Figure 1. Wiring by layer.
Two of the layers only.
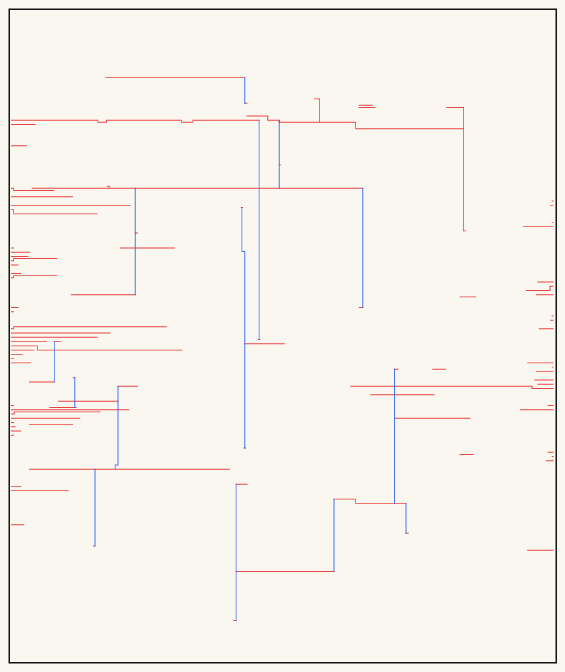
Figure 2. Ports around the boundary.
Pins as bars across the die edge, other pins in grey.
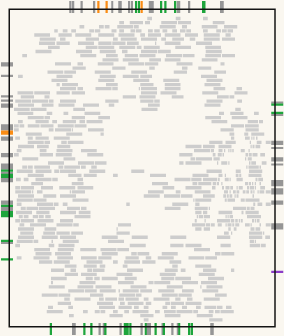
Figure 3. Signal wires on met3.
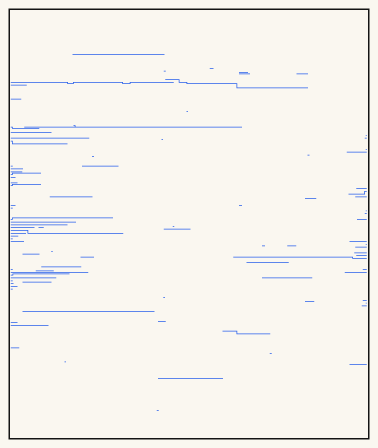
Figure 4. Track usage over the die.
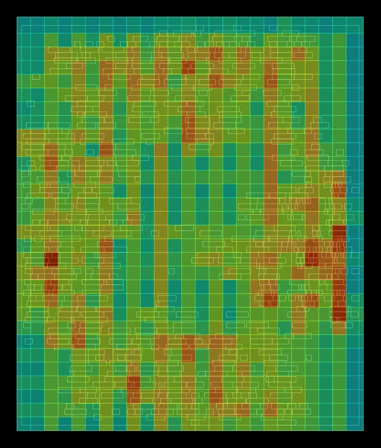
--- config.mk ---
export PLATFORM = sky130hd
export DESIGN_NAME = dispatch_scheduler
export DESIGN_NICKNAME = d
export VERILOG_FILES = /design/src/rtl/dispatch_scheduler.sv
export SDC_FILE = /design/constraint.sdc
export NUM_CORES = 1
export LEC_CHECK = 0
export CAP_MARGIN = 25
export CORE_ASPECT_RATIO = 1.2
export CORE_MARGIN = 2
export CORE_UTILIZATION = 30
export CTS_CLUSTER_DIAMETER = 80
export DETAILED_ROUTE_END_ITERATION = 7
export GPL_TIMING_DRIVEN = 1
export PLACE_DENSITY = 0.53
export SYNTH_ARGS = -nofsm -noshare
export SYNTH_HDL_FRONTEND = slang
export SYNTH_SLANG_ARGS = --single-unit
--- constraint.sdc ---
create_clock -name clk_i -period 5.6 [get_ports clk_i]
set_input_delay 1.12 -clock clk_i [delete_from_list [all_inputs] [get_ports clk_i]]
set_output_delay 1.12 -clock clk_i [all_outputs]
set_load 0.01 [all_outputs]
--- src/rtl/dispatch_scheduler.sv ---
// rtl/dispatch_scheduler.sv - in-order dispatch FIFO with per-FU credit gating; optional counters under DISPATCH_STATS_EN
module dispatch_scheduler #(
  parameter int DEPTH    = 4,
  parameter int RS_DEPTH = 4,
  parameter int CW       = 3
) (
  input  logic        clk_i,
  input  logic        reset_i,
  input  logic        flush_i,
  input  logic        inst_valid_i,
  output logic        inst_ready_o,
  input  logic [31:0] inst_i,
  input  logic        alu_i,
  input  logic        lsu_i,
  input  logic        mul_i,
  input  logic        br_i,
  input  logic [4:0]  rs1_addr_i,
  input  logic [4:0]  rs2_addr_i,
  input  logic [4:0]  rd_addr_i,
  output logic        alu_valid_o,
  output logic        lsu_valid_o,
  output logic        mul_valid_o,
  output logic        br_valid_o,
  output logic [31:0] disp_inst_o,
  output logic [4:0]  disp_rs1_o,
  output logic [4:0]  disp_rs2_o,
  output logic [4:0]  disp_rd_o,
  input  logic        alu_free_i,
  input  logic        lsu_free_i,
  input  logic        mul_free_i,
  input  logic        br_free_i,
  output logic        illegal_o,
  output logic        credit_err_o
`ifdef DISPATCH_STATS_EN
  ,
  output logic [31:0] stall_cnt_o,
  output logic [31:0] disp_cnt_o
`endif
);

  localparam int AW = $clog2(DEPTH);

  // Bit order of every per-FU vector: 0=ALU, 1=LSU, 2=MUL, 3=BR.
  typedef struct packed {
    logic [31:0] inst;
    logic [4:0]  rs1;
    logic [4:0]  rs2;
    logic [4:0]  rd;
    logic [3:0]  fu;
  } entry_t;

  entry_t          mem [DEPTH];
  logic [AW-1:0]   rd_ptr, wr_ptr;
  logic [AW:0]     count;
  logic [CW-1:0]   credit [4];
  logic [46:0]     last_disp;

  entry_t          head;
  logic            head_valid, fu_onehot, push, pop, illegal, stall;
  logic [3:0]      credit_nz, credit_full, disp_vec, free_vec;

  assign free_vec = {br_free_i, mul_free_i, lsu_free_i, alu_free_i};

  // Head decode: one-hot FU with a credit dispatches, bad encodings are dropped, flush suppresses both.
  always_comb begin
    head        = mem[rd_ptr];
    head_valid  = (count != '0);
    fu_onehot   = (head.fu != 4'd0) && ((head.fu & (head.fu - 4'd1)) == 4'd0);
    credit_nz   = 4'd0;
    credit_full = 4'd0;
    for (int i = 0; i < 4; i++) begin
      credit_nz[i]   = (credit[i] != '0);
      credit_full[i] = (credit[i] == CW'(RS_DEPTH));
    end
    disp_vec = (head_valid && fu_onehot && !flush_i) ? (head.fu & credit_nz) : 4'd0;
    illegal  = head_valid && !fu_onehot && !flush_i;
    stall    = head_valid && fu_onehot && ((head.fu & credit_nz) == 4'd0);
    pop      = (disp_vec != 4'd0) || illegal;
    push     = inst_valid_i && inst_ready_o && !flush_i;
  end

  assign inst_ready_o = (count != (AW+1)'(DEPTH));
  assign alu_valid_o  = disp_vec[0];
  assign lsu_valid_o  = disp_vec[1];
  assign mul_valid_o  = disp_vec[2];
  assign br_valid_o   = disp_vec[3];
  assign illegal_o    = illegal;

  // The head is shown while present; once empty the last shown entry is held.
  assign {disp_inst_o, disp_rs1_o, disp_rs2_o, disp_rd_o} =
      head_valid ? {head.inst, head.rs1, head.rs2, head.rd} : last_disp;

  // Entry storage; contents need no reset because count gates every read.
  always_ff @(posedge clk_i) begin
    if (push)
      mem[wr_ptr] <= '{inst: inst_i, rs1: rs1_addr_i, rs2: rs2_addr_i, rd: rd_addr_i,
                       fu: {br_i, mul_i, lsu_i, alu_i}};
  end

  // FIFO pointers and occupancy; flush empties by snapping the read pointer to the write pointer.
  always_ff @(posedge clk_i or negedge reset_i) begin
    if (!reset_i) begin
      rd_ptr <= '0;
      wr_ptr <= '0;
      count  <= '0;
    end else if (flush_i) begin
      rd_ptr <= wr_ptr;
      count  <= '0;
    end else begin
      if (push) wr_ptr <= wr_ptr + 1'b1;
      if (pop)  rd_ptr <= rd_ptr + 1'b1;
      count <= count + (AW+1)'(push) - (AW+1)'(pop);
    end
  end

  // Remember the most recently shown head so the disp outputs hold across an empty FIFO.
  always_ff @(posedge clk_i or negedge reset_i) begin
    if (!reset_i)        last_disp <= '0;
    else if (head_valid) last_disp <= {head.inst, head.rs1, head.rs2, head.rd};
  end

  // Per-FU credits: dispatch consumes, free returns, a free at full credit saturates and flags an error.
  always_ff @(posedge clk_i or negedge reset_i) begin
    if (!reset_i) begin
      for (int i = 0; i < 4; i++) credit[i] <= CW'(RS_DEPTH);
      credit_err_o <= 1'b0;
    end else begin
      for (int i = 0; i < 4; i++) begin
        if (disp_vec[i] && !free_vec[i])
          credit[i] <= credit[i] - 1'b1;
        else if (free_vec[i] && !disp_vec[i] && !credit_full[i])
          credit[i] <= credit[i] + 1'b1;
      end
      if ((free_vec & ~disp_vec & credit_full) != 4'd0)
        credit_err_o <= 1'b1;
    end
  end

`ifdef DISPATCH_STATS_EN
  // Free-running performance counters; only reset clears them.
  always_ff @(posedge clk_i or negedge reset_i) begin
    if (!reset_i) begin
      stall_cnt_o <= '0;
      disp_cnt_o  <= '0;
    end else begin
      if (stall)             stall_cnt_o <= stall_cnt_o + 32'd1;
      if (disp_vec != 4'd0)  disp_cnt_o  <= disp_cnt_o + 32'd1;
    end
  end
`else
  logic unused_stall;
  assign unused_stall = stall;
`endif

endmodule

==> flow_summary.toml <==
# physical design summary
[floorplanning]
fp.coreArea_sq_um = 34200
die-width_um = 174
rows = 74
nWellTaps = 456
fp-utilization_pct = 30.5
chip_area_sq_um = 36300
die_y_um = 208
io-pin-count = 113

[worst_setup_path]
critical_path_class = "register to output pin"
path_depth = 4
cp_top_family = "buffers and inverters"
reg2reg_from = "rd_ptr[0]$_DFFE_PN0P_"
crit_required_ns = 4.48
crit_end = "disp_inst_o[13]"
reg2reg_to = "count[2]$_DFF_PN0_"
start_kind = "register"
startpoint = "rd_ptr[0]$_DFFE_PN0P_"
worst-path-max-fanout = 37
cp_cell_sequence = "buf_4 > mux4_2 > mux2_2 > clkdlybuf4s50_1"
path_buffers = 2
critPathMaxStageDelay_ns = 0.98
reg2reg_slack_ns = 1.72
worstRegToRegCells = 13
arrival_ns = 3.39

[place]
dp_hpwl_mm = 12.4
numPortBuffers = 112
dp.cells = 1068
gp_congestion = 0.701
dpl-instance-area_sq_um = 12100

[timing]
finClkSkew_ns = 0.0123
period_used_pct = 80.6
tns_ns = 0
post-route-min-period_ns = 4.51
slew_violations = 0
layout_setup_ws_ns = 1.09
max_freq_mhz = 222
max_slew.worst_pin.slew_ns = 0.902
fin_hold_ws_ns = 0.494
slew_headroom_pct = 39.9
setup_viol_count_final = 0
finalHoldViolations = 0

[cells_and_area]
fin_nets = 713
final-clk-cell-share_pct = 7.57
finalNonFillerCells = 1123
lay_top_count = "edfxtp_1"
comb_share_pct = 18.9
top_regs = "mem (204), last_disp (47), credit (12)"
drive_above_1_share_pct = 24.4
largest-register = "mem"
seq_area_share_pct = 59.6
layout.area.seq_sq_um = 7810
fin_area_sq_um = 13100
diodes = 2
bufAreaShareNonClock_pct = 8.92
nFillCells = 3090
flop-count = 271
logic_area_sq_um = 2480
area_growth_pct = 25.6
logic_gates = 204
final_cell_mix = "edfxtp_1 (204), clkdlybuf4s50_1 (111), dfrtp_1 (61)"
inverters = 20
final_util_pct = 38.4
largest_class = "registers"
nNonClkBuffers = 117

[yosys]
synth_top_flop_cell = "edfxtp_1"
common_cells = "edfxtp_1 (204), dfrtp_1 (63), mux4_2 (51)"
syn_area_per_cell_sq_um = 20.3
synthXorXnorAreaFrac_pct = 0.840
area_leaders = "edfxtp_1 (59%), dfrtp_1 (15%), mux4_2 (11%), mux2_2 (5.1%), dfstp_2 (1.0%)"
synthAoiAreaFrac_pct = 0.960
logic_family = "multiplexers"
top_area_cell = "edfxtp_1"
top_cell = "edfxtp_1"
top_cell_area_share_pct = 58.7
seq_area_frac_synth_pct = 74.9
synth_cell_types = 47
fp_nets = 584
ys_cells = 514
ys.warnings.count = 0
synth-edff-count = 204
postSynthCellCount = 514
syn_area_sq_um = 10400
async_flop_share_pct = 24.7
ys_area_sq_um = 10400
adder_share_pct = 1.68

[power_and_ir_drop]
power_density_nw_per_um2 = 552
p_sw_share_pct = 29.0
p_switching_mw = 2.10
ir_drop_mv = 0.471
comb_power_share_pct = 33.2
clkPwrFrac_pct = 27.6
p_int_mw = 5.14
maxPowerGroup = "sequential cells"
leakagePower_nw = 4.51
powerComb_mw = 2.40
seq-power_mw = 2.84

[status]
status = "complete, no violations"

[clocking]
clock_path_buffers = 3
clkTransAtPathRegs_ns = 0.06
cts_made_buffers = 29
ctsHoldBuffers = 0
htreeDepth = 1
root_buffer = "clkbuf_16"
post_cts_buffers = 0
clkSinkCount = 271
cts_tree = "yes"

[route]
wl_met3_mm = 1.24
firstDrtPassIters = 4
viasPerCell = 4.54
wirelength_met1_mm = 9.13
drtIter0Drc = 303
met2WireLength_mm = 11.0
top_layer = "met4"
wire_per_inst_um = 19.5

[flow_run]
maxCapViolCount = 0
warning_count = 29

[worst_hold_path]
min_to = "last_disp[9]$_DFF_PN0_"
hp-start = "last_disp[9]$_DFF_PN0_"

[global_routing]
grt_max_degree = 52
antenna_found_initial = 1
grt_pass1_wl_mm = 33.7
grt-ovfl-total = 0
grt_util_met2_pct = 20.9
grt_pass1_vias = 5668
## Picture notes: Figure 1
colour	layer	wire length
blue	M4	490 um
red	M3	1,240 um

## Picture notes: Figure 2
colour	port	pins	direction	edge
orange	`rs1_addr_i`	5	input	3 top, 2 left
green	`inst_i`	32	input	14 bottom, 9 left, 7 top, 2 right
purple	`reset_i`	1	input	right

## Picture notes: Figure 3
longest straight run	106 um
main direction	horizontal
share of all routed wire	5.7%
nets with wire on the layer	70
global-route track usage on met3: 3.11%
vias: 5,096
drt total wl: 21.9 mm

## Picture notes: Figure 4
busiest grt layer: met2
overall routing resource usage: 12.1%

